--- src/rtl/seq_slice_comparator_if.sv ---
// Operand/result bus for seq_slice_comparator.
//
// Handshake: a transfer happens on a rising clk edge where valid and ready
// are both high. The source holds valid and its payload stable until that
// edge; ready may be low at any time and the source must not wait for ready
// before raising valid. Input side: in_valid/in_ready carry a, b, signed_mode.
// Output side: out_valid/out_ready carry a_gt_b, a_lt_b, a_eq_b, cmp_cycles.
interface seq_slice_comparator_if #(
    parameter int WIDTH = 16,
    parameter int SLICE = 4
);
    localparam int NSLICE = (SLICE > 0) ? WIDTH / SLICE : 1;
    localparam int CW     = $clog2(NSLICE) + 1;

    logic             in_valid;
    logic             in_ready;
    logic [WIDTH-1:0] a;
    logic [WIDTH-1:0] b;
    logic             signed_mode;
    logic             out_valid;
    logic             out_ready;
    logic             a_gt_b;
    logic             a_lt_b;
    logic             a_eq_b;
    logic [CW-1:0]    cmp_cycles;

    // Producer/consumer side
    modport master (
        output in_valid, a, b, signed_mode, out_ready,
        input  in_ready, out_valid, a_gt_b, a_lt_b, a_eq_b, cmp_cycles
    );

    // Comparator side
    modport slave (
        input  in_valid, a, b, signed_mode, out_ready,
        output in_ready, out_valid, a_gt_b, a_lt_b, a_eq_b, cmp_cycles
    );
endinterface

--- src/rtl/seq_slice_comparator.sv ---
// Sequential slice-by-slice magnitude comparator.
// Compares two WIDTH-bit operands SLICE bits per clock, MSB slice first,
// with unsigned or two's-complement mode and a count of slices examined.
// Optional macro CMP_EARLY_EXIT_EN: stop at the first unequal slice.
// Without it every slice is walked (constant latency), the first unequal
// slice's decision is held, and cmp_cycles is always NSLICE.
// dbg_state exposes the FSM state (0 IDLE, 1 BUSY, 2 DONE).
module seq_slice_comparator #(
    parameter int WIDTH = 16,
    parameter int SLICE = 4
) (
    input  logic                   clk,
    input  logic                   rst,
    seq_slice_comparator_if.slave  bus,
    output logic [1:0]             dbg_state
);
    localparam int NSLICE = (SLICE > 0) ? WIDTH / SLICE : 1;
    localparam int CW     = $clog2(NSLICE) + 1;
    localparam int IW     = (NSLICE > 1) ? $clog2(NSLICE) : 1;
    localparam logic [IW-1:0] IDX_TOP = IW'(NSLICE - 1);

`ifdef CMP_EARLY_EXIT_EN
    localparam bit EARLY_EXIT = 1'b1;
`else
    localparam bit EARLY_EXIT = 1'b0;
`endif

    generate
        if (SLICE < 1) begin : g_bad_slice
            $error("seq_slice_comparator: SLICE must be at least 1");
        end else if ((WIDTH % SLICE) != 0 || WIDTH < SLICE) begin : g_bad_width
            $error("seq_slice_comparator: WIDTH must be a nonzero multiple of SLICE");
        end
    endgenerate

    typedef enum logic [1:0] {
        IDLE = 2'd0,
        BUSY = 2'd1,
        DONE = 2'd2
    } state_t;

    state_t           state_q, state_d;
    logic [WIDTH-1:0] a_q, b_q;
    logic             smode_q;
    logic [IW-1:0]    idx_q;
    logic [CW-1:0]    cnt_q;
    logic             gt_q, lt_q, eq_q;
    // Decision from an earlier unequal slice (only used without early exit)
    logic             dec_q, dec_gt_q, dec_lt_q;

    logic [WIDTH-1:0] a_eff, b_eff;
    logic [SLICE-1:0] sa, sb;
    logic             slice_gt, slice_lt, slice_ne;
    logic             finish, accept;
    logic             fin_gt, fin_lt, fin_eq;

    // Current slice compare; signed mode flips the sign bit so the unsigned
    // slice compare orders two's-complement values correctly
    always_comb begin
        a_eff          = a_q;
        b_eff          = b_q;
        a_eff[WIDTH-1] = a_q[WIDTH-1] ^ smode_q;
        b_eff[WIDTH-1] = b_q[WIDTH-1] ^ smode_q;
        sa             = a_eff[idx_q*SLICE +: SLICE];
        sb             = b_eff[idx_q*SLICE +: SLICE];
        slice_gt       = sa > sb;
        slice_lt       = sa < sb;
        slice_ne       = sa != sb;
        finish         = (idx_q == '0) || (EARLY_EXIT && slice_ne);
        fin_gt         = dec_q ? dec_gt_q : slice_gt;
        fin_lt         = dec_q ? dec_lt_q : slice_lt;
        fin_eq         = !dec_q && !slice_ne;
        accept         = bus.in_valid && (state_q == IDLE) && !rst;
    end

    // State register
    always_ff @(posedge clk or posedge rst) begin
        if (rst) state_q <= IDLE;
        else     state_q <= state_d;
    end

    // Next-state logic
    always_comb begin
        state_d = state_q;
        case (state_q)
            IDLE:    if (accept) state_d = BUSY;
            BUSY:    if (finish) state_d = DONE;
            DONE:    if (bus.out_ready) state_d = IDLE;
            default: state_d = IDLE;
        endcase
    end

    // Handshake and result outputs (Moore)
    always_comb begin
        bus.in_ready   = (state_q == IDLE) && !rst;
        bus.out_valid  = (state_q == DONE);
        bus.a_gt_b     = gt_q;
        bus.a_lt_b     = lt_q;
        bus.a_eq_b     = eq_q;
        bus.cmp_cycles = cnt_q;
        dbg_state      = state_q;
    end

    // Operand capture, slice walk and result registers
    always_ff @(posedge clk or posedge rst) begin
        if (rst) begin
            a_q      <= '0;
            b_q      <= '0;
            smode_q  <= 1'b0;
            idx_q    <= '0;
            cnt_q    <= '0;
            gt_q     <= 1'b0;
            lt_q     <= 1'b0;
            eq_q     <= 1'b0;
            dec_q    <= 1'b0;
            dec_gt_q <= 1'b0;
            dec_lt_q <= 1'b0;
        end else begin
            case (state_q)
                IDLE: begin
                    if (accept) begin
                        a_q      <= bus.a;
                        b_q      <= bus.b;
                        smode_q  <= bus.signed_mode;
                        idx_q    <= IDX_TOP;
                        cnt_q    <= '0;
                        dec_q    <= 1'b0;
                        dec_gt_q <= 1'b0;
                        dec_lt_q <= 1'b0;
                    end
                end
                BUSY: begin
                    cnt_q <= cnt_q + 1'b1;
                    if (finish) begin
                        gt_q <= fin_gt;
                        lt_q <= fin_lt;
                        eq_q <= fin_eq;
                    end else begin
                        idx_q <= idx_q - 1'b1;
                        if (!dec_q && slice_ne) begin
                            dec_q    <= 1'b1;
                            dec_gt_q <= slice_gt;
                            dec_lt_q <= slice_lt;
                        end
                    end
                end
                DONE: begin
                    if (bus.out_ready) begin
                        gt_q  <= 1'b0;
                        lt_q  <= 1'b0;
                        eq_q  <= 1'b0;
                        cnt_q <= '0;
                    end
                end
                default: ;
            endcase
        end
    end
endmodule
--- src/flat_wrapper.sv ---
// flat-port wrapper written by rule: the top's interface ports become plain ports
module seq_slice_comparator_flat 
#(
    parameter int WIDTH = 16,
    parameter int SLICE = 4
)
  (clk, rst, dbg_state, bus_in_valid, bus_a, bus_b, bus_signed_mode, bus_out_ready, bus_in_ready, bus_out_valid, bus_a_gt_b, bus_a_lt_b, bus_a_eq_b, bus_cmp_cycles);
  seq_slice_comparator_if #(.WIDTH(WIDTH), .SLICE(SLICE)) bus_i ();
  input  logic clk;
  input  logic rst;
  output logic [1:0] dbg_state;
  input wire logic [$bits(bus_i.in_valid)-1:0] bus_in_valid;
  input wire logic [$bits(bus_i.a)-1:0] bus_a;
  input wire logic [$bits(bus_i.b)-1:0] bus_b;
  input wire logic [$bits(bus_i.signed_mode)-1:0] bus_signed_mode;
  input wire logic [$bits(bus_i.out_ready)-1:0] bus_out_ready;
  output wire logic [$bits(bus_i.in_ready)-1:0] bus_in_ready;
  output wire logic [$bits(bus_i.out_valid)-1:0] bus_out_valid;
  output wire logic [$bits(bus_i.a_gt_b)-1:0] bus_a_gt_b;
  output wire logic [$bits(bus_i.a_lt_b)-1:0] bus_a_lt_b;
  output wire logic [$bits(bus_i.a_eq_b)-1:0] bus_a_eq_b;
  output wire logic [$bits(bus_i.cmp_cycles)-1:0] bus_cmp_cycles;
  assign bus_i.in_valid = bus_in_valid;
  assign bus_i.a = bus_a;
  assign bus_i.b = bus_b;
  assign bus_i.signed_mode = bus_signed_mode;
  assign bus_i.out_ready = bus_out_ready;
  assign bus_in_ready = bus_i.in_ready;
  assign bus_out_valid = bus_i.out_valid;
  assign bus_a_gt_b = bus_i.a_gt_b;
  assign bus_a_lt_b = bus_i.a_lt_b;
  assign bus_a_eq_b = bus_i.a_eq_b;
  assign bus_cmp_cycles = bus_i.cmp_cycles;
  seq_slice_comparator #(.WIDTH(WIDTH), .SLICE(SLICE)) u_core (.clk(clk), .rst(rst), .bus(bus_i), .dbg_state(dbg_state));
endmodule
--- config.mk ---
export PLATFORM = sky130hd
export DESIGN_NAME = seq_slice_comparator_flat
export DESIGN_NICKNAME = d
export VERILOG_FILES = /design/src/rtl/seq_slice_comparator_if.sv /design/src/rtl/seq_slice_comparator.sv /design/src/flat_wrapper.sv
export SDC_FILE = /design/constraint.sdc
export NUM_CORES = 1
export LEC_CHECK = 0
export ABC_CLOCK_PERIOD_IN_PS = 4600
export CORE_MARGIN = 4
export CORE_UTILIZATION = 30
export CTS_CLUSTER_DIAMETER = 200
export DETAILED_ROUTE_END_ITERATION = 7
export GPL_ROUTABILITY_DRIVEN = 0
export SLEW_MARGIN = 20
export SYNTH_ARGS = -nofsm -noshare
export SYNTH_HDL_FRONTEND = slang
export SYNTH_SLANG_ARGS = --single-unit
export TNS_END_PERCENT = 100
--- constraint.sdc ---
create_clock -name clk -period 4.6 [get_ports clk]
set_clock_uncertainty 0.1 [all_clocks]
set_input_delay 0.46 -clock clk [delete_from_list [all_inputs] [get_ports clk]]
set_output_delay 0.46 -clock clk [all_outputs]
set_load 0.01 [all_outputs]
==> reports/metrics.cfg, run 1 <==
[drt]
firstDrtPassIters=4
vias_per_cell=4.606
final_antenna_net_count=0
drc=0
drtIter0Drc=18
totalWireLength_mm=4.239

[min_path]
hold_path.class=flop to flop
worstHoldStart=u_core.b_q[1]
holdPathStages=1
holdPathEnd=u_core.b_q[1]

[yosys]
edf_count=0
area_leaders=dfrtp_1, mux2_2, mux4_2
synth_flop_count=46
syn_inst=152
top_area_cell=dfrtp_1
ys_cells=152
avgSynthCellArea_sq_um=14.00
top_cell_area_share_pct=54.09
top_cells_by_count=dfrtp_1, mux2_2, inv_1
yosysChipArea_sq_mm=0.002128
synth_async_sr_flop_share_pct=100.0
ys_seq_share_pct=54.09
most_common_cell=dfrtp_1
ys_warn_count=0
synth.distinct_cells=31
synthFlopType=dfrtp_1
syn-num-nets=195
synth_area_sq_mm=0.002128

[power_and_ir_drop]
ir_worst_vdd_mv=0.2332
power_density_mw_per_mm2=640.5
leakage_nw=1.157
finalPower_mw=1.781

[run_status]
status=completed

[global_route]
grt-ovfl-total=0
grt_pass1_vias=1433
grt_max_degree=47
grtUsageTotal_pct=11.00
antenna_found_initial=0
grt_pass1_wl_mm=7.245

[cts]
cts-resized-gates=0
cts_buffers=5
clockRootBuffer=clkbuf_8
clk_latency_ps=300
cts_setup_buffers=0
cts_max_path_buffers=2
htree_levels=2
ctsHoldBuffers=0
cts_tree=done
clkTransAtPathRegs_ps=80
cts_sinks=46

[critical_path]
arrival_ps=2540
r2r_setup_slack_ps=2160
worstPathMaxFanout=11
worstPathCellList=mux4_2 > ha_1 > nand4_1 > and2_1 > o21ai_1 > a32o_1
reg2reg_depth=6
timing.rr.start=u_core.idx_q[0]
critPathKind=flop to flop
r2r-end=u_core.dec_gt_q
start_kind=flop
critPathMaxStageDelay_ps=690
critical_path.endpoint_type=flop
crit_required_ps=4700
cp_slowest_cell=dfrtp_1

[timing]
maxSlewViolCount=0
final.setup.tns_ps=0
hold_viol=0
fmax_mhz=409.0
post-route-period-util_pct=53.15
setup_viol=0
rsz0062_at_grt=no
min_period_ps=2445
worst_pin_slew_ps=799.5
relSlewSlack_pct=46.63

[layout]
drive_above_1_share_pct=24.88
nFillCells=669
nNetsFinal=243
diodes=0
area_growth_pct=30.63
post-route-util_pct=40.70

[flow_run]
log.warning_count=26
drv_cap=0

[floorplanning]
die-area_sq_mm=0.008505
fp.dieW_um=92.23
core_sq_mm=0.006832
initial_core_util_pct=31.15
die_h_um=92.23
ios=47

[place]
port_buffers=46
dp_hpwl_mm=3.087

==> run 1: metal layers <==
layer / wire (um) / vias up / GRT usage, %
met5: 0 / - / 0
met4: 79 / 0 / 4.827
met3: 231 / 8 / 3.445
met2: 1992 / 33 / 16.48
met1: 1936 / 682 / 14.59
li1: - / 645 / -
==> run 1: cell type report <==
type                    count  area, sq um  area share (%)
flip-flops and latches     46         1151           41.40
clock inverters             1        5.005          0.1800
clock buffers               7        86.33           3.105
multi-input cells          89        907.1           32.63
well taps                  96        120.1           4.320
inverters                  11        42.54           1.530
repair buffers             47        467.9           16.83
==> run 1: where the power goes <==
| part | internal (mW) | total (mW) | switching, mW |
|---|---|---|---|
| clock network | 0.121 | 0.254 | 0.133 |
| registers | 0.601 | 0.757 | 0.156 |
| logic | 0.459 | 0.770 | 0.310 |
==> run 1: placed cells by master (no fill, tap or decap), types with 4 or more instances in the layout <==
| cell | n |
|---|---|
| dfrtp_1 | 46 |
| o21ai_0 | 5 |
| nand2_1 | 5 |
| ha_1 | 6 |
| clkdlybuf4s50_1 | 46 |
| clkbuf_8 | 6 |
| a21oi_1 | 4 |
| nor2_1 | 5 |
| inv_1 | 10 |
| mux2_1 | 4 |
| mux2_2 | 30 |
| mux4_2 | 8 |
==> run 1: registers in the layout, summed over array words and instances, names as in the netlist <==
register / cells
u_core.smode_q: 1
u_core.b_q: 16
u_core.a_q: 16
u_core.bus.a_eq_b: 1
u_core.bus.a_gt_b: 1
u_core.dec_q: 1
u_core.dbg_state: 2
u_core.idx_q: 2
u_core.bus.a_lt_b: 1
u_core.dec_gt_q: 1
u_core.bus.cmp_cycles: 3
u_core.dec_lt_q: 1
==> run 1: worst max path at each step <==
stage / start / endpoint
finish: u_core.idx_q[0] / u_core.dec_gt_q
CTS: u_core.idx_q[0] / u_core.dec_gt_q
global route: u_core.idx_q[0] / u_core.dec_lt_q
global placement: rst / u_core.dec_gt_q
floorplan: u_core.idx_q[0] / u_core.dec_gt_q
detailed placement: u_core.idx_q[0] / u_core.dec_gt_q
==> run 1: critical path, delay by kind of cell (launching register included) <==
kind                       cells  cell delay, ps
AOI/OAI and AO/OA              2             310
DFF                            1             690
muxes                          1             570
adders and majority gates      1             340
and+or+nand+nor                2             330
==> run 1: kinds of logic (layout without fill, tap and decap cells) <==
group / after synthesis / count (layout) / share of synthesized area, %
simple gates: 19 / 19 / 5.410
xor+xnor: 2 / 2 / 0.8232
mux: 42 / 42 / 26.45
flops: 46 / 46 / 54.09
compound gates: 20 / 20 / 6.408
fa+ha+maj: 6 / 6 / 3.527
buf+inv: 17 / 66 / 3.292
==> run 1: per-stage QoR <==
step / hold WS [ps] / instance area [sq um] / setup WS (ps) / instances
6_report: 388.7 / 2780 / 2155 / 297
5_1_grt: 422.2 / 2780 / 1877 / 297
4_1_cts: 394.9 / 2779 / 2107 / 297
3_5_place_dp: 375.7 / 2688 / 2118 / 289
3_3_place_gp: 368.9 / 2688 / 2157 / 289
2_1_floorplan: 352.6 / 2128 / 2387 / 152
Run 1, placement view:
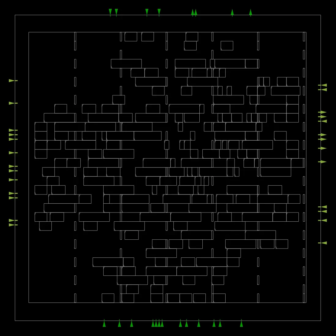
sequential share of cell area: 41.40%
row cnt: 30

Run 1, wiring by layer:
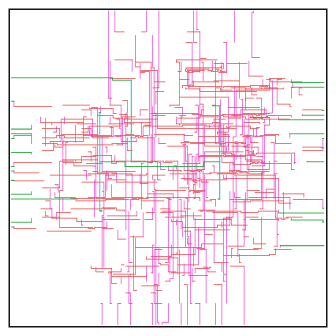
- metal 3: green (wire length 231 um)
- metal 2: magenta (wire length 1990 um)
- metal 1: red (wire length 1940 um)
- metal 4: cyan (wire length 79.6 um)
Via Count: 1368
DR WL/cell: 14.27 um

Run 1, clock wires, drivers and flops:
Bar = 20 um.
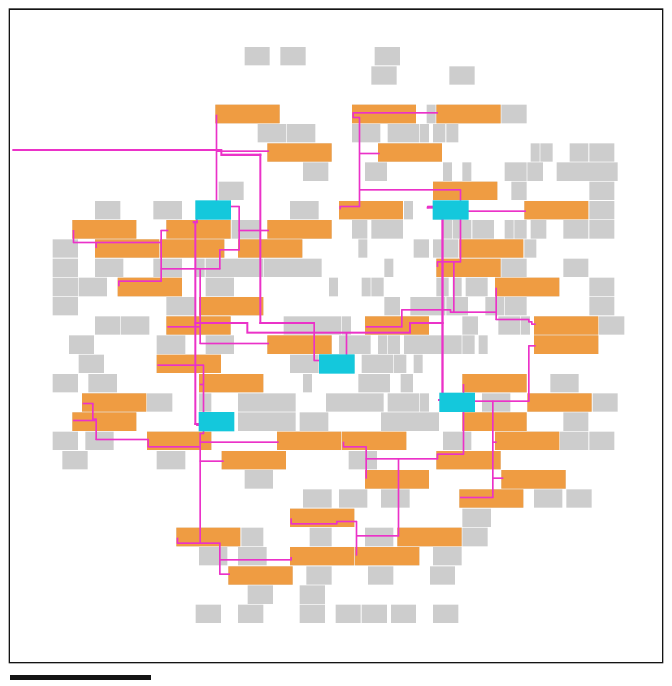
- clock drivers: cyan (count 5)
- flip-flops: orange (count 46)
- clock wires: magenta (length 589 um)
- routed clock nets: 6

Run 1, placed cells, one colour a class:
Fill, decap, tap and diode cells in grey.
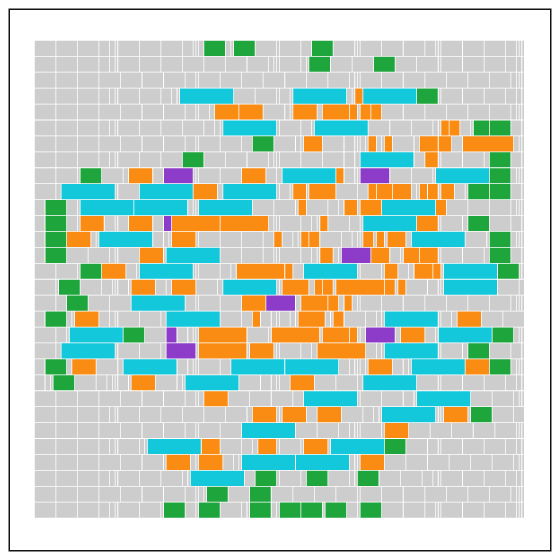
- clock drivers and dummy loads: purple (cells 8)
- flops: cyan (cells 46)
- combinational and other logic: orange (cells 100)
- other buffers and delay cells: green (cells 47)

==> run 2, diff against run 1 <==
--- a/config.mk
+++ b/config.mk
@@ -5,7 +5,7 @@
 export SDC_FILE = /design/constraint.sdc
 export NUM_CORES = 1
 export LEC_CHECK = 0
-export ABC_CLOCK_PERIOD_IN_PS = 4600
+export ABC_CLOCK_PERIOD_IN_PS = 2100
 export CORE_MARGIN = 4
 export CORE_UTILIZATION = 30
 export CTS_CLUSTER_DIAMETER = 200
==> constraint.sdc (replaced) <==
create_clock -name clk -period 2.1 [get_ports clk]
set_clock_uncertainty 0.1 [all_clocks]
set_input_delay 0.21 -clock clk [delete_from_list [all_inputs] [get_ports clk]]
set_output_delay 0.21 -clock clk [all_outputs]
set_load 0.01 [all_outputs]
Run 2, ports around the boundary:
Pins as bars across the die edge, other pins in grey.
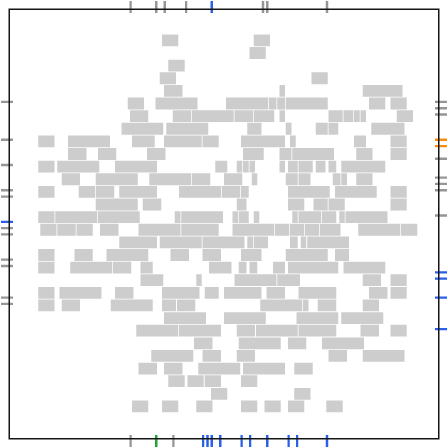
- bus_a: blue (pins 16; direction input; edge 10 south, 4 east, 1 north, 1 west)
- dbg_state: orange (pins 2; direction output; edge east)
- bus_signed_mode: green (pins 1; direction input; edge south)

==> reports/metrics.cfg, run 2 <==
[layout]
lay_top_cells=clkdlybuf4s50_1, dfrtp_1, mux2_2, inv_1, mux4_2
layout_top_cell=clkdlybuf4s50_1
finalNonFillerCells=304  ; +2.4%
drive_above_1_share_pct=33.17  ; +8.3 points
nNetsFinal=250  ; +2.9%
diodes=0  ; unchanged
post-route-util_pct=42.88  ; +2.2 points
area_growth_pct=37.62

[timing]
relSlewSlack_pct=77.86  ; +31 points
maxSlewViolCount=0  ; unchanged
post-route-period-util_pct=99.85  ; +47 points
worst_pin_slew_ps=332.1  ; -467.5 ps
holdWs_ps=257.6  ; -131.1 ps
hold_viol=0  ; unchanged
rsz0062_at_grt=yes
setup_viol=0  ; unchanged
final.setup.tns_ps=0  ; unchanged
min_period_ps=2097  ; -347.8 ps
fmax_mhz=476.9  ; +17%

[critical_path]
arrival_ps=2200  ; -340 ps
reg2reg_depth=6  ; unchanged
worstPathMaxFanout=4  ; -7
critical_path.endpoint_type=flop
critPathMaxStageDelay_ps=500  ; -190 ps
worstPathCellList=xor2_1 > mux4_2 > ha_4 > nand4_1 > and2_4 > a32o_1
r2r_setup_slack_ps=3  ; -2150 ps
critPathCapture=u_core.dec_gt_q
cp_top_family=multiplexers
r2r-end=u_core.dec_gt_q
start_kind=flop
cp_slowest_cell=mux4_2
timing.rr.start=u_core.smode_q
timing.critical_path.buf_inv=0  ; unchanged
crit_required_ps=2200  ; -2500 ps
critPathKind=flop to flop
startpoint=u_core.smode_q
cp_num_cells=6  ; unchanged

[cts]
htree_levels=2  ; unchanged
cts_buffers=5  ; unchanged
ctsHoldBuffers=0  ; unchanged
clockRootBuffer=clkbuf_8
clkTransAtPathRegs_ps=90  ; about the same
clk_latency_ps=300  ; about the same
cts_tree=done
cts_sinks=46  ; unchanged
cts_max_path_buffers=2  ; unchanged

[yosys]
ys_seq_share_pct=54.09  ; unchanged
synth_flop_count=46  ; unchanged
top_area_cell=dfrtp_1
yosysChipArea_sq_mm=0.002128  ; unchanged
synth_async_sr_flop_share_pct=100.0  ; unchanged
area_leaders=dfrtp_1, mux2_2, mux4_2
edf_count=0  ; unchanged
synth.distinct_cells=31  ; unchanged
top_cells_by_count=dfrtp_1, mux2_2, inv_1
ys_warn_count=0  ; unchanged
ys_cells=152  ; unchanged
synth_area_sq_mm=0.002128  ; unchanged
most_common_cell=dfrtp_1
syn_inst=152  ; unchanged
syn-num-nets=195  ; unchanged
synthFlopType=dfrtp_1
top_cell_area_share_pct=54.09  ; unchanged
avgSynthCellArea_sq_um=14.00  ; unchanged

[place]
dpl.cell_count=296  ; +2.4%
port_buffers=46  ; unchanged
dp_hpwl_mm=3.149  ; +2.0%

[power_and_ir_drop]
finalPower_mw=4.363  ; +150%
leakage_nw=1.201  ; +3.8%
power_density_mw_per_mm2=1490  ; +130%
ir_worst_vdd_mv=0.5385  ; +130%

[floorplanning]
die_h_um=92.23  ; unchanged
core_sq_mm=0.006832  ; unchanged
rows=30  ; unchanged
die-area_sq_mm=0.008505  ; unchanged
ios=47  ; unchanged
fp.dieW_um=92.23  ; unchanged
initial_core_util_pct=31.15  ; unchanged

[flow_run]
log.warning_count=28  ; +7.7%
drv_cap=0  ; unchanged

[global_route]
met2_usage_pct=15.63  ; -0.85 points
grtUsageTotal_pct=10.64  ; -0.37 points
grt_use_met1_pct=14.13  ; -0.46 points
grt_pass1_wl_mm=6.927  ; -4.4%
grt_max_degree=37  ; -21%
grt-ovfl-total=0  ; unchanged
busiest_layer=met2
antenna_found_initial=0  ; unchanged
grt_pass1_vias=1388  ; -3.1%
grt_util_met3_pct=3.856  ; +0.41 points

[drt]
num_vias=1377  ; +0.66%
vias_per_cell=4.530  ; -1.7%
final_antenna_net_count=0  ; unchanged
totalWireLength_mm=4.255  ; +0.38%
firstDrtPassIters=4  ; unchanged
drc=0  ; unchanged
drtIter0Drc=35  ; +17
wl_per_cell_um=14.00  ; -1.9%

[min_path]
hold_path.class=primary input to async pin

[run_status]
status=completed

==> run 2: cell type report <==
cell class,instances,area [sq um]
inverter,11,41.29
tap,96,120.1
sequential,46,1154
timing repair buffer,54,540.5
clock inverter,3,45.04
multi-input combinational,89,959.7
clock buffer,5,68.82
fill,666,3902
==> run 2: worst min-delay path, cell delays in order <==
cell	delay (ps)
clkdlybuf4s50_1	480
inv_2	90
buf_4	260
==> run 2: cell families (layout without fill, tap and decap cells) <==
logic type                 count (synthesis)  count (layout)  synth area share (%)
adders and majority gates                  6               6                 3.527
AOI/OAI and AO/OA                         20              20                 6.408
xor gates and xnor gates                   2               2                0.8232
muxes                                     42              42                 26.45
DFF                                       46              46                 54.09
buffers and inverters                     17              73                 3.292
and+or+nand+nor                           19              19                 5.410
==> run 2: timing repair <==
| action | in CTS | in global routing |
|---|---|---|
| pin swaps | 4 | 2 |
| gates cloned | 0 | 0 |
| setup buffers | 0 | 0 |
| endpoints found under the setup margin | 5 | 8 |
| gates resized | 9 | 4 |
==> run 2: how the worst min path moves through the flow <==
stage | endpoint | slack, ps | cells past startpoint
finish | u_core.dbg_state[1] | 260 | 3
global route | u_core.a_q[2] | 290 | 3
CTS | u_core.dbg_state[1] | 270 | 3
detailed placement | u_core.bus.a_eq_b | 370 | 2
global placement | u_core.bus.cmp_cycles[2] | 370 | 1
floorplan | u_core.dbg_state[1] | 220 | 1
==> run 2: layer usage <==
metal / vias up / part of all wire, %
met4: 0 / 1.7
met2: 33 / 46
met5: - / 0
met3: 7 / 6.5
li1: 660 / -
met1: 677 / 46
==> run 2: stage by stage <==
step                      cell area (sq um)  worst slack, ps
after floorplan                        2137            15.34
after global placement                 2755           -50.19
after detailed placement               2755           -94.82
after CTS                              2919           -19.12
after global routing                   2929           -103.2
final                                  2929            3.079
==> run 2: power breakdown <==
| part | total, mW | switching, mW | leakage, nW | internal (mW) |
|---|---|---|---|---|
| registers | 1.61 | 0.288 | 0.550 | 1.32 |
| clock network | 0.671 | 0.317 | 0.0504 | 0.354 |
| logic | 2.09 | 0.863 | 0.601 | 1.22 |
Power and IR drop assume default switching activity.
